--- config.mk ---
export PLATFORM = sky130hd
export DESIGN_NAME = tow_match_ctrl
export DESIGN_NICKNAME = d
export VERILOG_FILES = /design/src/rtl/tow_match_ctrl.sv
export SDC_FILE = /design/constraint.sdc
export NUM_CORES = 1
export LEC_CHECK = 0
export CAP_MARGIN = 15
export CORE_MARGIN = 5
export CORE_UTILIZATION = 49
export CTS_CLUSTER_SIZE = 40
export DETAILED_ROUTE_END_ITERATION = 6
export PLACE_DENSITY = 0.73
export SLEW_MARGIN = 20
export SYNTH_ARGS = -nofsm -noshare
export SYNTH_HDL_FRONTEND = slang
export SYNTH_SLANG_ARGS = --single-unit
--- constraint.sdc ---
create_clock -name Clock -period 2.2 [get_ports Clock]
set_input_delay 0.33 -clock Clock [delete_from_list [all_inputs] [get_ports Clock]]
set_output_delay 0.33 -clock Clock [all_outputs]
set_load 0.01 [all_outputs]
--- src/rtl/tow_match_ctrl.sv ---
// Match controller for the tug-of-war playfield: key edge detection, point scoring, post-point freeze and restart, match end.
// Latency: a key press sampled at edge k gives its L/R pulse (and any score change) in cycle k+1.
// No backpressure: presses are ignored during HOLD/RESTART/DONE, and simultaneous L+R presses cancel each other.
//
// Ports:
//   Clock, Reset             - rising-edge clock, synchronous active-high reset
//   keyL, keyR               - pre-synchronized player key levels
//   leftEndOn, rightEndOn    - outermost field lights
//   L, R                     - one-cycle move pulses to the field
//   win1, win2               - one-cycle restart pulses after a left/right point
//   score1, score2           - per-player scores
//   busy, gameOver           - HOLD/RESTART indicator, match-finished indicator
//   champ1, champ2           - match winner, valid while gameOver
module tow_match_ctrl #(
   parameter int MATCH_POINTS = 7,
   parameter int SW           = 3,
   parameter int HOLD_CYCLES  = 4,
   parameter int HW           = 3
) (
   input  logic          Clock,
   input  logic          Reset,
   input  logic          keyL,
   input  logic          keyR,
   input  logic          leftEndOn,
   input  logic          rightEndOn,
   output logic          L,
   output logic          R,
   output logic          win1,
   output logic          win2,
   output logic [SW-1:0] score1,
   output logic [SW-1:0] score2,
   output logic          busy,
   output logic          gameOver,
   output logic          champ1,
   output logic          champ2
);

   typedef enum logic [1:0] {
      PLAY    = 2'd0,
      HOLD    = 2'd1,
      RESTART = 2'd2,
      DONE    = 2'd3
   } state_t;

   localparam logic [SW-1:0] MATCH_PTS = SW'(MATCH_POINTS);
   localparam logic [HW-1:0] HOLD_LOAD = HW'(HOLD_CYCLES - 1);

   state_t          state, state_nxt;
   logic [SW-1:0]   score1_nxt, score2_nxt;
   logic [HW-1:0]   hold_cnt, hold_cnt_nxt;
   logic [1:0]      last_pt, last_pt_nxt;
   logic            l_nxt, r_nxt;
   logic            keyL_q, keyR_q;
   logic            press_l, press_r;

   // Key history tracks the inputs in every state (and during Reset), so a
   // key held across reset release or across a freeze never counts as a press.
   assign press_l = keyL & ~keyL_q;
   assign press_r = keyR & ~keyR_q;

   always_ff @(posedge Clock) begin
      keyL_q <= keyL;
      keyR_q <= keyR;
      if (Reset) begin
         state    <= PLAY;
         score1   <= '0;
         score2   <= '0;
         hold_cnt <= '0;
         last_pt  <= 2'd0;
         L        <= 1'b0;
         R        <= 1'b0;
      end else begin
         state    <= state_nxt;
         score1   <= score1_nxt;
         score2   <= score2_nxt;
         hold_cnt <= hold_cnt_nxt;
         last_pt  <= last_pt_nxt;
         L        <= l_nxt;
         R        <= r_nxt;
      end
   end

   always_comb begin
      state_nxt    = state;
      score1_nxt   = score1;
      score2_nxt   = score2;
      hold_cnt_nxt = hold_cnt;
      last_pt_nxt  = last_pt;
      l_nxt        = 1'b0;
      r_nxt        = 1'b0;

      unique case (state)
         PLAY: begin
            // Exactly one press is acted on; a tie cancels both.
            if (press_l && !press_r) begin
               l_nxt = 1'b1;
               if (leftEndOn) begin
                  score1_nxt   = score1 + SW'(1);
                  last_pt_nxt  = 2'd1;
                  hold_cnt_nxt = HOLD_LOAD;
                  state_nxt    = (score1_nxt == MATCH_PTS) ? DONE : HOLD;
               end
            end else if (press_r && !press_l) begin
               r_nxt = 1'b1;
               if (rightEndOn) begin
                  score2_nxt   = score2 + SW'(1);
                  last_pt_nxt  = 2'd2;
                  hold_cnt_nxt = HOLD_LOAD;
                  state_nxt    = (score2_nxt == MATCH_PTS) ? DONE : HOLD;
               end
            end
         end
         HOLD: begin
            // Counter runs HOLD_CYCLES-1 down to 0, one state cycle per count.
            if (hold_cnt == '0) begin
               state_nxt = RESTART;
            end else begin
               hold_cnt_nxt = hold_cnt - HW'(1);
            end
         end
         RESTART: begin
            state_nxt = PLAY;
         end
         DONE: begin
            state_nxt = DONE;
         end
         default: begin
            state_nxt = PLAY;
         end
      endcase
   end

   // Moore decodes of state.
   assign busy     = (state == HOLD) || (state == RESTART);
   assign win1     = (state == RESTART) && (last_pt == 2'd1);
   assign win2     = (state == RESTART) && (last_pt != 2'd1);
   assign gameOver = (state == DONE);
   assign champ1   = (state == DONE) && (last_pt == 2'd1);
   assign champ2   = (state == DONE) && (last_pt == 2'd2);

endmodule

==> notes.md, run 1 <==
Notes on the flow outputs.

- In this run the power density over the cells is 832 nW/um2.
- The cell with the largest stage delay on the worst path reads sky130_fd_sc_hd__clkdlybuf4s50_1.
- The largest net degree at the start of global routing reads 14.
- Max-slew check failures listed in the final report amount to 0.
- The number of top-level pins reads 20.
- The sum of internal, switching and leakage power reads 989 uW.
- The chip height is 53.6 um.
- After global routing the overflow that remains totals 0.
- The delay contributed by the slowest stage of the critical path is 560 ps.
- The endpoint of the most critical setup path reads win2.
- The maximum clock path buffer count reads 2.
- Before antenna repair, the detailed router went through 4 iterations.
- The sort of element at the start of the critical path reads a register.
- OpenROAD reports that the post-layout worst path occupies 89.7% of the period.
- Hold-check failures listed in the final report amount to 0.
- The share of synthesized area occupied by flip-flops and latches is 36.5%.
- The worst-case register-to-register setup slack is 450 ps.
- The flow ran to the end, and the final reports show no timing, DRC or antenna violations.
- The die covers 2880 um2.
- The cell accounting for the most synthesized area is sky130_fd_sc_hd__dfxtp_1.
- Counting instances, the worst hold path has a depth of 1.
- The synthesized netlist handed to floorplanning was reported with a cell count of 102.
- Yosys reports that the most numerous cell types are 17 x sky130_fd_sc_hd__dfxtp_1, 16 x sky130_fd_sc_hd__nor2_1, 11 x sky130_fd_sc_hd__ha_1.
- The number of cells after detailed placement reads 146.
- The transition time recorded at the tightest slew-check pin is 451 ps.
- The TritonCTS clock tree reads yes.
- The number of buffers added to fix hold violations after cts is 0.
- The initial cell density of the core is 52.9%.
- The post-synthesis average cell area is 9.15 um2.
- The number of antenna violations at the first check in global routing is 0.
- Hold is met by 502 ps.
- The final count of negative-setup-slack endpoints reads 0.
- The detailed-placement wirelength estimate is 1.48 mm.
- Walking the critical path from launch to capture passes 4 cell instances.
- The antenna violation net count after detailed routing is 0.
- The fraction of post-synthesis cell area in the top cell type by area is 36.5%.
- The pre-CTS setup slack reads 6.04 ps.
- The hold path startpoint is hold_cnt[0]$_SDFFE_PP0P_.
- After synthesis, the netlist uses 29 different library cells.
- Setup repair after global routing left no endpoint under its margin.
- The chip area estimate from yosys synthesis is 933 um2.
- Per the log, the first TritonRoute iteration ended with a DRC count of 5.
- Per the OpenROAD power report, leakage power amounts to 0.000500 uW.
- The count of antenna diodes in the layout is 0.
- According to the timing report, the critical path is launched from state[0]$_SDFFE_PP0P_.
- The element type at the critical path end reads an output port.
- Adding up every negative setup slack in the final design gives 0 ps.
- Once the clock tree was built, the resizer swapped 0 gates to a different size.
- The most used standard cell by instance count after synthesis reads sky130_fd_sc_hd__dfxtp_1.
- The clock-pin transition on the worst setup and hold timing paths is 100 ps.
- The wire length after detailed routing is 1.76 mm.
- The origin of the critical flop-to-flop path is keyL_q$_DFF_P_.
- In the post-synthesis netlist, the biggest area contributors are sky130_fd_sc_hd__dfxtp_1 36%, sky130_fd_sc_hd__ha_1 15%, sky130_fd_sc_hd__nor2_1 6.4%, sky130_fd_sc_hd__mux2i_1 5.4%, sky130_fd_sc_hd__xor2_1 3.8%.
- Port buffering added 19 buffers.
- The via-per-instance ratio is 5.14.
- The setup fix buffers added after clock tree synthesis reads 0.
- Once routing completed, OpenROAD measured the worst setup slack at 227 ps.
- Per the detailed placement report, the placed cell area equals 1160 um2.
- The master cell of the clock root buffer reads sky130_fd_sc_hd__clkbuf_4.
- The tally of non-filler cells in the final layout reads 150.
- Note that the worst hold path type here is reg2reg.
- The commonest register cell after synthesis is sky130_fd_sc_hd__dfxtp_1.
- The signal arrival time at the worst endpoint is 1640 ps.
- The area growth from synthesis to final layout reads 27.3%.
- The max-slew check reports its worst relative slack as 69.9%.
- The number of warnings reported in the stage logs is 32.
- The number of nets in the final layout is 143.
- The share of flip-flops with an asynchronous set or reset after synthesis is 0%.
- The endpoint of the most critical register-to-register path reads hold_cnt[2]$_SDFFE_PP0P_.
- The filler cell count in the final layout reads 156.
- TritonRoute reported its final design rule violation total as 0.
- The worst path required time reads 1870 ps.
- The timing report notes that buffer and inverter cells on the critical path total 2.
run 1: worst register-to-register path, stage by stage, from the launching register on:
cell and delay (ps):
sky130_fd_sc_hd__dfxtp_1 310, sky130_fd_sc_hd__nand2b_1 150, sky130_fd_sc_hd__inv_1 80, sky130_fd_sc_hd__ha_1 190, sky130_fd_sc_hd__mux2i_2 360, sky130_fd_sc_hd__nor3_2 110, sky130_fd_sc_hd__or3b_1 360, sky130_fd_sc_hd__mux2i_1 140
run 1: per-layer routing:
layer	vias to the layer above	GRT usage (%)	part of all wire, %
met4	0	3.83	0.97
met3	4	3.88	5.2
met2	17	25.3	47
met5	-	0	0
li1	398	-	-
met1	352	17.2	46
run 1: area by class of cell:
type / count / area, um2 / share of cell area, %
Inverter: 8 / 30.0 / 2.53
Multi-Input combinational cell: 75 / 556 / 46.7
Timing Repair Buffer: 21 / 205 / 17.3
Tap cell: 25 / 31.3 / 2.63
Sequential cell: 17 / 340 / 28.6
Clock buffer: 4 / 26.3 / 2.21
run 1: sequential cells by signal (all words and copies together), names as in the netlist:
| signal | cells |
|---|---|
| state | 2 |
| hold_cnt | 3 |
| score2 | 3 |
| score1 | 3 |
| L | 1 |
| keyL_q | 1 |
| R | 1 |
| keyR_q | 1 |
| last_pt | 2 |
run 1: power by group:
group | internal, uW | switching [uW]
clock network | 70.3 | 90.5
logic | 202 | 240
registers | 351 | 34.6
run 1: kinds of logic after synthesis:
| group | synth area share (%) |
|---|---|
| compound gates | 11.5 |
| xor+xnor | 5.63 |
| flops | 36.5 |
| buf+inv | 4.02 |
| mux | 6.84 |
| simple gates | 20.8 |
| fa+ha+maj | 14.7 |
Run 1, sequential cells grouped by signal name:
Scale bar: 20 um.
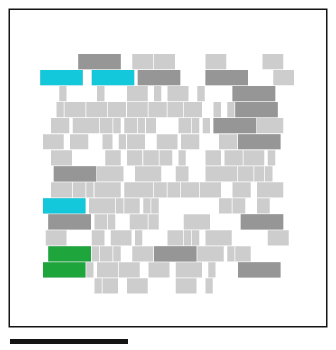
- score1: cyan (placed flops 3)
- last_pt: green (placed flops 2)
- not colored: 12
final core utilization: 67.4%
fraction of area in registers: 28.6%
FF/Latch Area: 340 um2

Run 1, cell classes on the final placement:
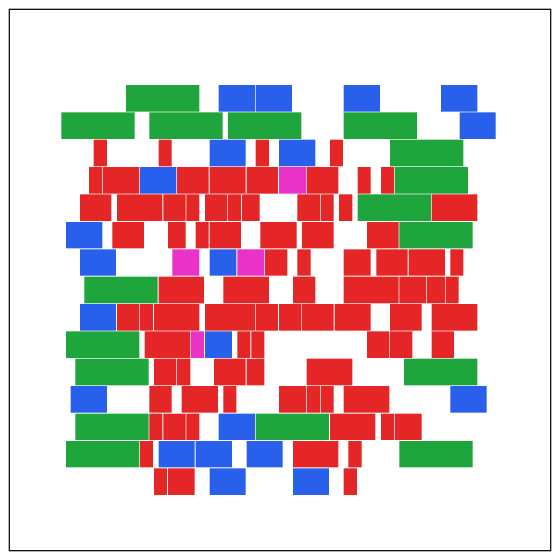
- clock drivers and dummy loads: magenta (cells 4; share of their area 2.3%)
- flip-flops: green (cells 17; share of their area 29%)
- all other logic: red (cells 83; share of their area 51%)
- other buffers and delay cells: blue (cells 21; share of their area 18%)
placeable core region: 1760 um2
number of placement rows: 15
total non-filler cell area in the finished layout: 1190 um2

Run 1, clock distribution:
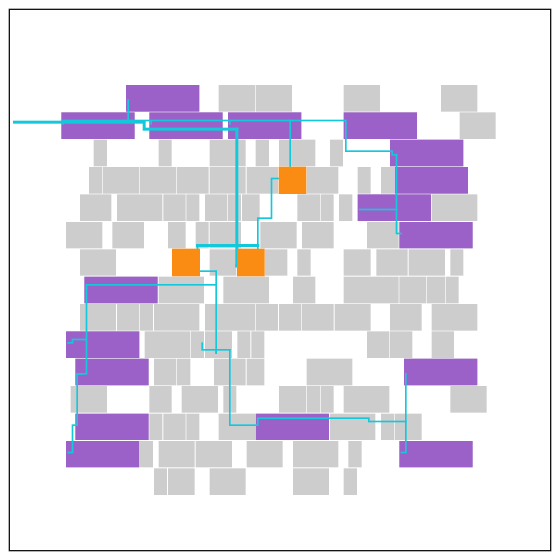
- flip-flops: purple (count 17)
- cells driving clock nets: orange (count 3)
- clock wires: cyan (length 197 um)
- routed clock nets: 4
power share of the clock group: 16.3%
Fin Clk Skew: 10.4 ps
Late-Pin Clk Latency: 280 ps
power drawn by the clock network: 161 uW

Run 1, clock routing:
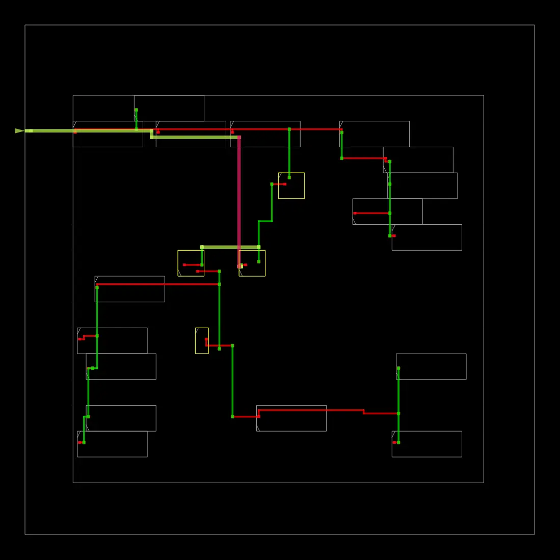
cts bufs inserted: 3
Clock Sink Count: 17
number of clock-tree buffers in the layout: 4
flip-flops: 17

Run 1, cells by drive strength:
Scale bar: 20 um.
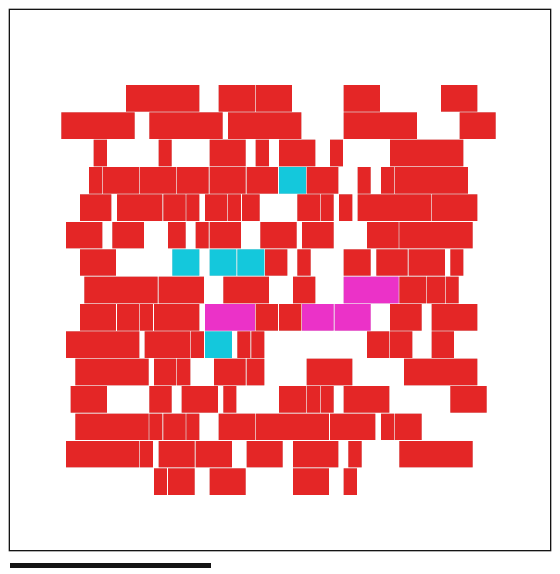

## Run 2: what changed since run 1
- CORE_MARGIN: 5 -> unset
Run 2, cells by drive strength:
Scale bar: 10 um.
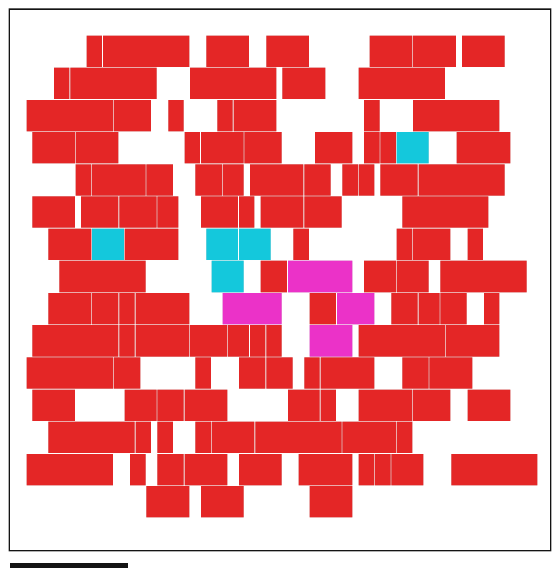
- drive 1 or less: red (cells 116)
- drive 2: magenta (cells 4)
- drive 3 to 4: cyan (cells 5)
non-clock buffer total of the final layout: 21
synth-to-layout area growth: 27.3%
smallest setup slack after layout: 181 ps

Run 2, sequential cells grouped by signal name:
Scale bar: 10 um.
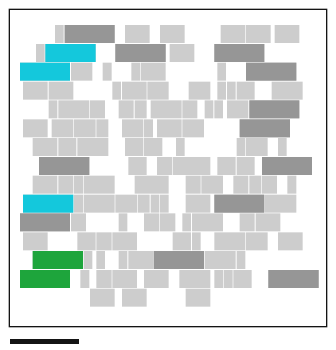
- score1: cyan (placed flops 3)
- last_pt: green (placed flops 2)
total sequential power: 387 uW

==> notes.md, run 2 <==
Notes on the flow outputs.

- The wire length after detailed routing is 1.71 mm (-2.8%).
- The most frequently used library cell after synthesis is sky130_fd_sc_hd__dfxtp_1.
- The total of buffers placed on input and output ports came to 19 (unchanged).
- The chip area estimate from yosys synthesis reads 933 um2 (unchanged).
- The remaining design rule violation count reads 0 (unchanged).
- The number of cells produced by synthesis is 102 (unchanged).
- The sort of element at the start of the critical path reads a register.
- The largest clock skew in the final design is 5.75 ps (-4.70 ps).
- The final sum of negative setup slack is 0 ps (unchanged).
- The post-synthesis cell type count is 29 (unchanged).
- The endpoint of the most critical setup path reads win2.
- The chip height came to 45.6 um (-15%).
- The power per unit of standard cell area is 833 nW/um2 (+0.21%).
- The number of buffers added to fix hold violations after cts is 0 (unchanged).
- The largest net degree at the start of global routing reads 14 (unchanged).
- The worst hold-check path type reads reg2reg.
- The met2 routed wirelength is 843 um (+1.6%).
- The fraction of met1 tracks used by global routing is 21.8% (+4.6 points).
- The logic depth of the worst setup path including buffers reads 4 (unchanged).
- The placeable core region reads 1760 um2 (unchanged).
- The number of core rows reads 15 (unchanged).
- The count of antenna diodes in the layout is 0 (unchanged).
- The top routing layer in use reads met4.
- The routed length on met3 is 61 um (-34%).
- The share of flip-flops with an asynchronous set or reset after synthesis reads 0% (unchanged).
- The hold violation count in the final report reads 0 (unchanged).
- The number of nets in the final layout is 143 (unchanged).
- The fraction of post-synthesis cell area in the top cell type by area was 36.5% (unchanged).
- The registers reported with the highest flop counts are hold_cnt: 3 flops, score1: 3 flops, score2: 3 flops.
- The met3 usage in global routing reads 5.95% (+2.1 points).
- The number of design-rule violations left by the first detailed-router iteration was 5 (unchanged).
- The post-synthesis average cell area was 9.15 um2 (unchanged).
- TritonCTS built the clock tree.
- The number of antenna violations at the first check in global routing reads 0 (unchanged).
- The count of warning messages emitted by the tools is 32 (unchanged).
- The insertion delay of the later-clocked pin in the worst-skew pair reads 290 ps (about the same).
- The cell with the largest stage delay on the worst path reads sky130_fd_sc_hd__clkdlybuf4s50_1.
- The run finished with clean final reports.
- The via-per-instance ratio reads 5.01 (-2.6%).
- The most congested layer reported by global routing is met2.
- The share of the clock period used by the worst path after layout reads 91.8% (+2.1 points).
- The design internal power is 623 uW (about the same).
- The total clock sinks came to 17 (unchanged).
- The tally of non-filler cells in the final layout reads 150 (unchanged).
- The number of resized instances in the post-cts repair step reads 0 (unchanged).
- The clock share of power is 16.4% (about the same).
- In this run the critical register-to-register path is launched from keyL_q$_DFF_P_.
- The synthesis report names the predominant flop master as sky130_fd_sc_hd__dfxtp_1.
- The final core area utilization is 67.4% (unchanged).
- The total clock buffers created by CTS is 3 (unchanged).
- The endpoint of the most critical register-to-register path is hold_cnt[2]$_SDFFE_PP0P_.
- The worst setup path is captured at an output port.
- The initial cell density of the core reads 52.9% (unchanged).
- The worst-case register-to-register setup slack reads 460 ps (about the same).
- The met2 demand-to-capacity share in global routing reads 33.1% (+7.8 points).
- The share of synthesized area occupied by flip-flops and latches is 36.5% (unchanged).
- The total die size is 2080 um2 (-28%).
- The worst path required time is 1870 ps (about the same).
- The number of pins with negative max-slew slack in the final report is 0 (unchanged).
- The worst slew slack as a fraction of its limit reads 71.2% (+1.3 points).
- The total grt overflow is 0 (unchanged).
- The antenna violation net count after detailed routing is 0 (unchanged).
run 2: cell counts in the layout (fill, tap and decap cells not counted):
No cell type changed its count.
run 2: worst min path at each step:
stage,from,to,slack (ps),cells past startpoint
after floorplan,keyL,keyL_q$_DFF_P_,360,0
after global placement,hold_cnt[0]$_SDFFE_PP0P_,hold_cnt[0]$_SDFFE_PP0P_,480,1
after detailed placement,hold_cnt[0]$_SDFFE_PP0P_,hold_cnt[0]$_SDFFE_PP0P_,480,1
after CTS,hold_cnt[0]$_SDFFE_PP0P_,hold_cnt[0]$_SDFFE_PP0P_,500,1
after global routing,keyR,keyR_q$_DFF_P_,520,1
final,hold_cnt[0]$_SDFFE_PP0P_,hold_cnt[0]$_SDFFE_PP0P_,500,1
run 2: metrics by stage:
stage          power, uW  setup slack, ps  instance area, um2  hold WS [ps]
2_1_floorplan        694              545                 933           358
3_3_place_gp         825             92.6                1160           482
3_5_place_dp         835             9.96                1160           483
4_1_cts             1000              183                1190           498
5_1_grt             1070              110                1190           519
6_report             991              181                1190           499
run 2: layout make-up:
type,count,area [um2]
flip-flops and latches,17,340
multi-input cells,75,556
fillers,156,576
inverters,8,30.0
well taps,25,31.3
clock buffers,4,26.3
repair buffers,21,205
run 2: cells by family (layout without fill, tap and decap cells):
group,Yosys count,after routing,synth area share [%]
compound gates,13,13,11.5
xor+xnor,6,6,5.63
fa+ha+maj,11,11,14.7
buf+inv,10,33,4.02
flops,17,17,36.5
mux,6,6,6.84
simple gates,39,39,20.8
run 2: power groups by stage:
stage	Clock, uW	Sequential [uW]	Combinational (uW)
after floorplan	0	389	305
after global placement	0	392	433
after detailed placement	0	395	441
after CTS	171	387	446
after global routing	185	395	490
final	163	387	441
Run 2, clock distribution:
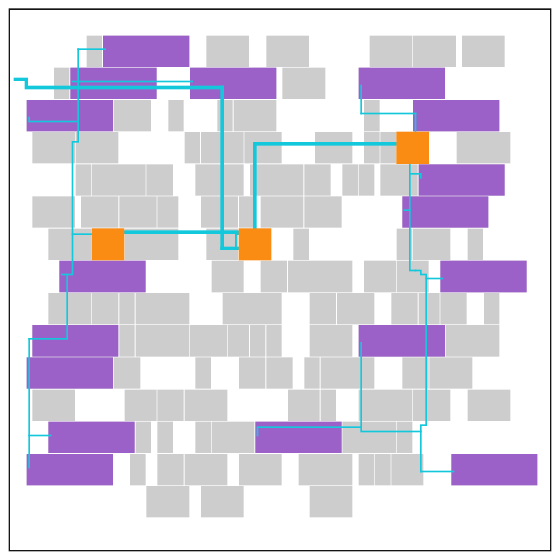

## Run 3: what changed since run 2
- REMOVE_ABC_BUFFERS: unset -> 1
- SLEW_MARGIN: 20 -> unset
Run 3, clock distribution:
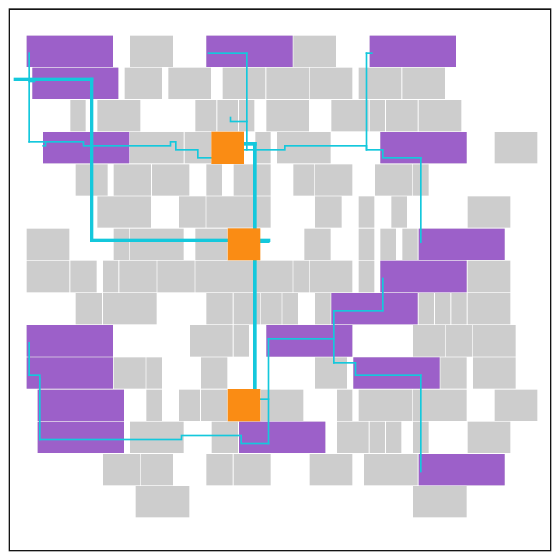
- clock wires: cyan (length 208 um)
- flip-flops: purple (count 17)
- cells driving clock nets: orange (count 3)
- flops lie: widely spread
power share of the clock group: 16.9%
power drawn by the clock network: 168 uW
Late-Pin Clk Latency: 290 ps
Fin Clk Skew: 1.35 ps

==> notes.md, run 3 <==
Notes on the flow outputs.

- The flow ran to the end, and the final reports show no timing, DRC or antenna violations.
- The fraction of post-synthesis cell area in the top cell type by area was 36.5% (unchanged).
- The endpoint of the most critical register-to-register path is hold_cnt[2]$_SDFFE_PP0P_.
- The cell with the largest stage delay on the worst path is sky130_fd_sc_hd__clkdlybuf4s50_1.
- The number of buffers added to fix hold violations after cts came to 0 (unchanged).
- The worst setup path is launched from a register.
- The placeable core region is 1760 um2 (unchanged).
- The number of nets in the final layout came to 143 (unchanged).
- The number of inverters outside the clock class in the layout was 8 (unchanged).
- The worst path required time is 1870 ps (about the same).
- The total clock buffers created by CTS reads 3 (unchanged).
- The proportion of cell area occupied by registers reads 28.6% (-0.030 points).
- The antenna violation net count after detailed routing reads 0 (unchanged).
- The worst hold slack reads 507 ps (+7.93 ps).
- The number of pins with negative max-slew slack in the final report was 0 (unchanged).
- The sequential cell area is 340 um2 (unchanged).
- By instance count, the leading cell after synthesis is sky130_fd_sc_hd__dfxtp_1.
- The chip height reads 45.6 um (unchanged).
- The wire length after detailed routing reads 1.74 mm (+1.9%).
- The number of cells produced by synthesis reads 102 (unchanged).
- TritonCTS built the clock tree.
- The logic share of the area is 46.7% (-0.049 points).
- The origin of the critical flop-to-flop path is keyL_q$_DFF_P_.
- The worst hold path stage count is 1 (unchanged).
- The filler cell count in the final layout was 150 (-3.8%).
- The buffer count excluding the clock tree in the final layout came to 21 (unchanged).
- The total of buffers placed on input and output ports is 19 (unchanged).
- The total die size is 2080 um2 (unchanged).
- The total area of multi-input combinational cells is 556 um2 (unchanged).
- The post-synthesis cell type count was 29 (unchanged).
- The worst slew slack as a fraction of its limit reads 70.1% (-1.2 points).
- The number of resized instances in the post-cts repair step is 0 (unchanged).
- The commonest register cell after synthesis reads sky130_fd_sc_hd__dfxtp_1.
- The via-per-instance ratio is 5.12 (+2.3%).
- The count of warning messages emitted by the tools reads 31 (-3.1%).
- The share of the clock period used by the worst path after layout was 88.5% (-3.3 points).
- The power per unit of standard cell area reads 837 nW/um2 (+0.48%).
- The tally of non-filler cells in the final layout reads 150 (unchanged).
- The count of antenna diodes in the layout was 0 (unchanged).
- The flop count reads 17 (unchanged).
- The multi-input combinational gate total came to 75 (unchanged).
- The area growth from synthesis to final layout reads 27.5%.
- The summed area of non-filler cells in the final layout is 1190 um2 (+0.11%).
- The final core area utilization reads 67.4% (+0.071 points).
- The remaining design rule violation count is 0 (unchanged).
- The hold violation count in the final report reads 0 (unchanged).
- The final-layout non-clock buffer area share reads 17.2% (-0.018 points).
- The number of design-rule violations left by the first detailed-router iteration is 11 (+6).
- The largest registers in the layout are hold_cnt: 3 flops, score1: 3 flops, score2: 3 flops.
- The total grt overflow is 0 (unchanged).
- The inserted tap cell count is 25 (unchanged).
- The number of core rows was 15 (unchanged).
- The worst-case register-to-register setup slack is 440 ps (-20 ps).
- The end of the worst hold path is keyR_q$_DFF_P_.
- The worst-case setup margin in the final layout reads 254 ps (+72.9 ps).
- The worst hold-check path type reads in2reg.
- The total placed instance area came to 1160 um2 (unchanged).
Run 3, clock routing:
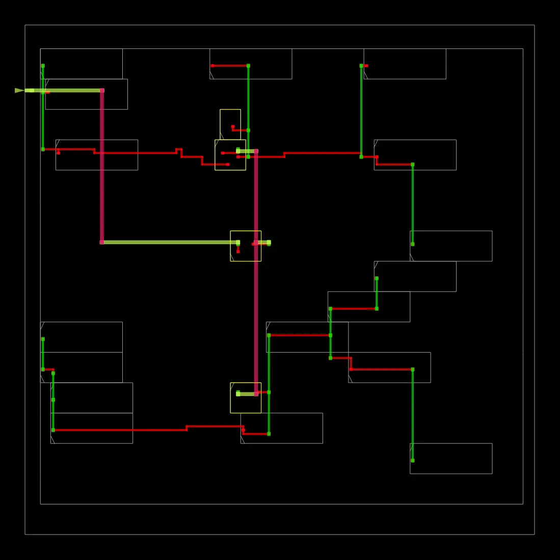
number of clock-tree buffers in the layout: 3

## run 3: cell types whose count changed in the layout (fill, tap and decap cells not counted), sizes merged
cell	before	now
clkbuf	4	3
clkinv	0	1
## run 3: through the flow
stage	setup TNS (ps)	power, uW
finish	0	996
global route	0	1080
CTS	0	1010
detailed placement	-8.57	839
global placement	0	820
floorplan	0	688
## run 3: cells by family (layout without fill, tap and decap cells)
| logic type | after synthesis | count (layout) | synth area share [%] |
|---|---|---|---|
| and+or+nand+nor | 39 | 39 | 20.8 |
| muxes | 6 | 6 | 6.84 |
| AOI/OAI and AO/OA | 13 | 13 | 11.5 |
| buffers and inverters | 10 | 33 | 4.02 |
| DFF | 17 | 17 | 36.5 |
| adders and majority gates | 11 | 11 | 14.7 |
| xor gates and xnor gates | 6 | 6 | 5.63 |
## run 3: metal layers
metal  track usage (%)  share of wire, %
met4              9.09               2.0
met5                 0                 0
met3              2.38               2.2
met1              24.2                47
met2              34.0                48
## run 3: critical path, delay by kind of cell, from the launching register on
kind / cells / cell delay (ps)
AND-OR/OR-AND: 1 / 170
buffers and inverters: 2 / 640
adder cells (fa/ha/maj): 1 / 160
flip-flops: 1 / 350
## run 3: power groups by stage
| stage | logic [uW] | registers, uW | clock network, uW |
|---|---|---|---|
| floorplan | 299 | 389 | 0 |
| global placement | 429 | 392 | 0 |
| detailed placement | 445 | 394 | 0 |
| CTS | 447 | 387 | 173 |
| global route | 500 | 394 | 186 |
| finish | 440 | 388 | 168 |
No activity file was given, so power comes from the tool's default toggle rates.
